**src/rtl/param_sync_fifo.sv**
```systemverilog
// param_sync_fifo: single-clock circular-buffer FIFO with occupancy count,
// almost-full/almost-empty thresholds, sticky overflow/underflow and a
// selectable registered (FWFT=0) or first-word-fall-through (FWFT=1) read port.
module param_sync_fifo #(
  parameter int DW     = 8,
  parameter int DEPTH  = 16,
  parameter int AF_LVL = DEPTH - 2,
  parameter int AE_LVL = 2,
  parameter bit FWFT   = 1'b0,
  localparam int CW    = $clog2(DEPTH + 1)
) (
  input  logic          clk,
  input  logic          rst_n,
  input  logic          clr_i,
  input  logic [DW-1:0] din_i,
  input  logic          wr_en_i,
  input  logic          rd_en_i,
  output logic [DW-1:0] dout_o,
  output logic          dout_vld_o,
  output logic          full_o,
  output logic          empty_o,
  output logic          almost_full_o,
  output logic          almost_empty_o,
  output logic [CW-1:0] count_o,
  output logic          overflow_o,
  output logic          underflow_o
);

  localparam int PW = (DEPTH > 1) ? $clog2(DEPTH) : 1;
  localparam logic [CW-1:0] DEPTH_C = CW'(DEPTH);
  localparam logic [CW-1:0] AF_C    = CW'(AF_LVL);
  localparam logic [CW-1:0] AE_C    = CW'(AE_LVL);
  localparam logic [PW-1:0] LAST_P  = PW'(DEPTH - 1);

  if (DEPTH < 2) begin : g_bad_depth
    $error("param_sync_fifo: DEPTH must be at least 2");
  end
  if (AF_LVL > DEPTH || AF_LVL < 1) begin : g_bad_af
    $error("param_sync_fifo: AF_LVL must lie in 1..DEPTH");
  end
  if (AE_LVL < 0 || AE_LVL > DEPTH - 1) begin : g_bad_ae
    $error("param_sync_fifo: AE_LVL must lie in 0..DEPTH-1");
  end

  logic [DW-1:0] mem [DEPTH];

  logic [PW-1:0] wr_ptr_q, wr_ptr_d;
  logic [PW-1:0] rd_ptr_q, rd_ptr_d;
  logic [CW-1:0] count_q, count_d;
  logic          full_q, full_d;
  logic          empty_q, empty_d;
  logic          af_q, af_d;
  logic          ae_q, ae_d;
  logic          ovf_q, ovf_d;
  logic          udf_q, udf_d;
  logic          wr_acc, rd_acc, mem_we;

  // Explicit wrap at DEPTH-1 so non-power-of-two depths work.
  function automatic logic [PW-1:0] ptr_inc(input logic [PW-1:0] p);
    return (p == LAST_P) ? '0 : p + PW'(1);
  endfunction

  // Accept decisions, pointer/count next state and flags derived from next count.
  always_comb begin
    wr_acc   = wr_en_i & ~full_q;
    rd_acc   = rd_en_i & ~empty_q;
    mem_we   = 1'b0;
    wr_ptr_d = wr_ptr_q;
    rd_ptr_d = rd_ptr_q;
    count_d  = count_q;
    ovf_d    = ovf_q;
    udf_d    = udf_q;
    if (clr_i) begin
      wr_ptr_d = '0;
      rd_ptr_d = '0;
      count_d  = '0;
      ovf_d    = 1'b0;
      udf_d    = 1'b0;
    end else begin
      mem_we = wr_acc;
      if (wr_acc) wr_ptr_d = ptr_inc(wr_ptr_q);
      if (rd_acc) rd_ptr_d = ptr_inc(rd_ptr_q);
      case ({wr_acc, rd_acc})
        2'b10:   count_d = count_q + CW'(1);
        2'b01:   count_d = count_q - CW'(1);
        default: count_d = count_q;
      endcase
      if (wr_en_i && full_q)  ovf_d = 1'b1;
      if (rd_en_i && empty_q) udf_d = 1'b1;
    end
    full_d  = (count_d == DEPTH_C);
    empty_d = (count_d == '0);
    af_d    = (count_d >= AF_C);
    ae_d    = (count_d <= AE_C);
  end

  // Pointer, occupancy and flag registers.
  always_ff @(posedge clk or negedge rst_n) begin
    if (!rst_n) begin
      wr_ptr_q <= '0;
      rd_ptr_q <= '0;
      count_q  <= '0;
      full_q   <= 1'b0;
      empty_q  <= 1'b1;
      af_q     <= 1'b0;
      ae_q     <= 1'b1;
      ovf_q    <= 1'b0;
      udf_q    <= 1'b0;
    end else begin
      wr_ptr_q <= wr_ptr_d;
      rd_ptr_q <= rd_ptr_d;
      count_q  <= count_d;
      full_q   <= full_d;
      empty_q  <= empty_d;
      af_q     <= af_d;
      ae_q     <= ae_d;
      ovf_q    <= ovf_d;
      udf_q    <= udf_d;
    end
  end

  // Storage array; deliberately not reset.
  always_ff @(posedge clk) begin
    if (mem_we) mem[wr_ptr_q] <= din_i;
  end

  if (FWFT) begin : g_fwft
    // Head word is presented combinationally whenever the FIFO holds data.
    always_comb begin
      dout_o     = mem[rd_ptr_q];
      dout_vld_o = ~empty_q;
    end
  end else begin : g_reg
    logic [DW-1:0] dout_q;
    logic          dout_vld_q;

    // Registered read: capture head on accepted pop, valid for one cycle.
    always_ff @(posedge clk or negedge rst_n) begin
      if (!rst_n) begin
        dout_q     <= '0;
        dout_vld_q <= 1'b0;
      end else if (clr_i) begin
        dout_vld_q <= 1'b0;
      end else begin
        dout_vld_q <= rd_acc;
        if (rd_acc) dout_q <= mem[rd_ptr_q];
      end
    end

    // Drive read port from the registered data.
    always_comb begin
      dout_o     = dout_q;
      dout_vld_o = dout_vld_q;
    end
  end

  // Status outputs straight from registers.
  always_comb begin
    count_o        = count_q;
    full_o         = full_q;
    empty_o        = empty_q;
    almost_full_o  = af_q;
    almost_empty_o = ae_q;
    overflow_o     = ovf_q;
    underflow_o    = udf_q;
  end

endmodule
```
**config.mk**
```make
export PLATFORM = sky130hd
export DESIGN_NAME = param_sync_fifo
export DESIGN_NICKNAME = d
export VERILOG_FILES = /design/src/rtl/param_sync_fifo.sv
export SDC_FILE = /design/constraint.sdc
export NUM_CORES = 1
export LEC_CHECK = 0
export CAP_MARGIN = 0
export CORE_MARGIN = 2
export CORE_UTILIZATION = 64
export CTS_CLUSTER_SIZE = 30
export DETAILED_ROUTE_END_ITERATION = 12
export GPL_TIMING_DRIVEN = 0
export HOLD_SLACK_MARGIN = 0.1
export PLACE_DENSITY = 0.9
export SYNTH_ARGS = -nofsm -noshare
export SYNTH_HDL_FRONTEND = slang
export SYNTH_SLANG_ARGS = --single-unit
```
**constraint.sdc**
```tcl
create_clock -name clk -period 4.65 [get_ports clk]
set_clock_uncertainty 0.2 [all_clocks]
set_input_delay 1.1625 -clock clk [delete_from_list [all_inputs] [get_ports clk]]
set_output_delay 1.1625 -clock clk [all_outputs]
set_load 0.05 [all_outputs]
```
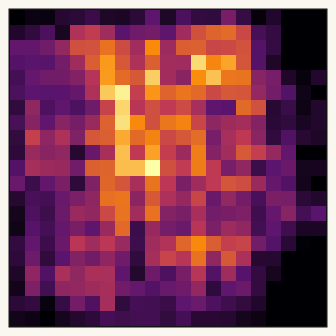
**Above:** wire density map.
The die is cut into 21 by 21 equal tiles; black is low, pale yellow is high, scaled to the fullest tile. Values are wire area over tile area, all layers added.
The fullest tile reaches 0.62. The mean over all tiles is 0.20. The densest ninth of the die: center. The emptiest ninth of the die: south-east.

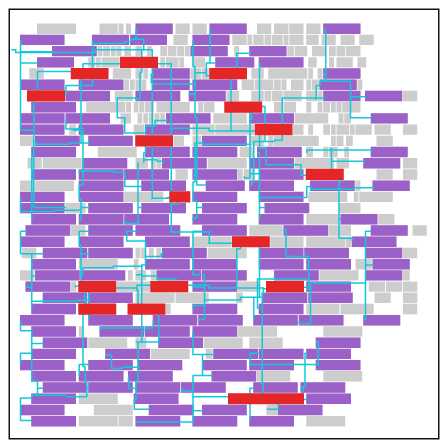
**Above:** clock network drawn from the DEF.
Cyan marks clock wires, length 1640 um. Purple marks flip-flops, count 156. Red marks clock drivers, count 17.
Position of the flops: widely spread. There are 18 routed clock nets.
Latency at later pin: 520 ps
clock share of power: 0.335
clock-net power: 0.00125 W

==> ci_impl_report.md <==
### Flow metrics

| Metric | Value |
|---|---|
| DR vias | `3404` |
| Drt drc | `0` |
| Status | `completed` |
| Nets | `398` |
| Hold Vio Cnt, Final | `0` |
| XOR-XNOR Cells, Area Fraction | `0.00687` |
| Syn Inst Count | `327` |
| #FFs+latches synth | `156` |
| Top delay family on crit path | `AND-OR/OR-AND gates` |
| Flop pwr share | `0.444` |
| Fp_density | `0.655` |
| Worst vdd ir | `0.345 mV` |
| Top cell excl fill/tap | `edfxtp_1` |
| Post-CTS Setup Inserts | `0` |
| Routed Antenna Nets | `0` |
| Worst Hold Class | `reg2reg` |
| Adder-cell share of the synthesized area | `0.0137` |
| Min-delay src | `overflow_o` |
| Comb pwr | `0.000824 W` |
| Simple share | `0.0467` |
| Placed Instances | `492` |
| Top cells by area | `edfxtp_1 60%, mux4_1 11%, dfrtp_1 10%, mux4_2 4.6%, nor2_1 1.6%` |
| Number of distinct library cells after synthesis | `41` |
| # fillers | `526` |
| CTS sink count | `156` |
| Post-synth EDFFs | `128` |
| Yosys synthesis warning count | `0` |
| Die Height | `104 um` |
| Setup crit start | `wr_en_i` |
| Final setup vio count | `0` |
| Post-layout util | `0.760` |
| Dominant logic cell types in the final layout | `128 x edfxtp_1, 31 x clkdlybuf4s50_1, 28 x nor2_1` |
| Combinational fraction of design power | `0.221` |
| Worst Setup End Kind | `flip-flop` |
| Pwr Density | `504 nW/um^2` |
| Total die size | `10800 sq um` |
| Area delta synth->final | `16.0%` |
| Clk root buf | `clkbuf_8` |
| RR Startpoint | `empty_o` |
| Hold WS | `305 ps` |
| WP data arrival | `4230 ps` |
| FF+latch area | `4550 sq um` |
| Count of buffers from port buffering | `32` |
| CTS tree | `yes` |
| YS chip area | `6380 sq um` |
| Rows | `36` |
| P_seq | `0.00165 W` |
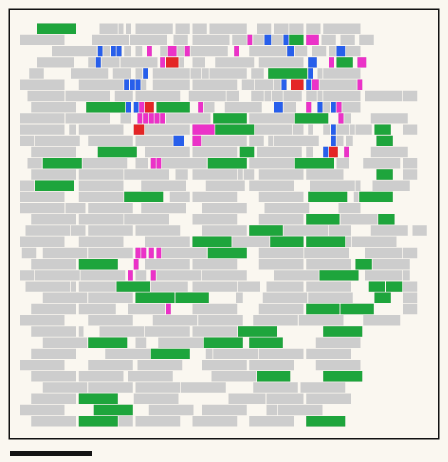
**Above:** gate families picked out.
Scale bar: 20 um.
Blue marks NAND gates, cells 25. Magenta marks NOR gates, cells 34. Red marks AND and OR gates, cells 5. Green marks multiplexers, cells 51, where widely spread.

## layer usage
metal,vias to the layer above,global-route usage,routed length (um)
met3,27,0.0610,1070
met1,1745,0.374,5210
met4,0,0.0849,298
met2,200,0.432,6970
met5,-,0,0
li1,1432,-,-
## area by class of cell
| class | count | share of cell area |
|---|---|---|
| multi-input combinational | 153 | 0.232 |
| inverter | 4 | 0.00203 |
| buffer | 14 | 0.0129 |
| clock buffer | 20 | 0.0589 |
| tap | 133 | 0.0225 |
| clock inverter | 12 | 0.0137 |
| timing repair buffer | 32 | 0.0426 |
| sequential | 156 | 0.615 |
## worst max path at each step
stage,end,slack [ps]
2_1_floorplan,full_o,1260
3_3_place_gp,full_o,520
3_5_place_dp,full_o,300
4_1_cts,full_o,760
5_1_grt,full_o,500
6_report,full_o,640
Power figures rest on the tool's default switching activity, not on a simulated workload.
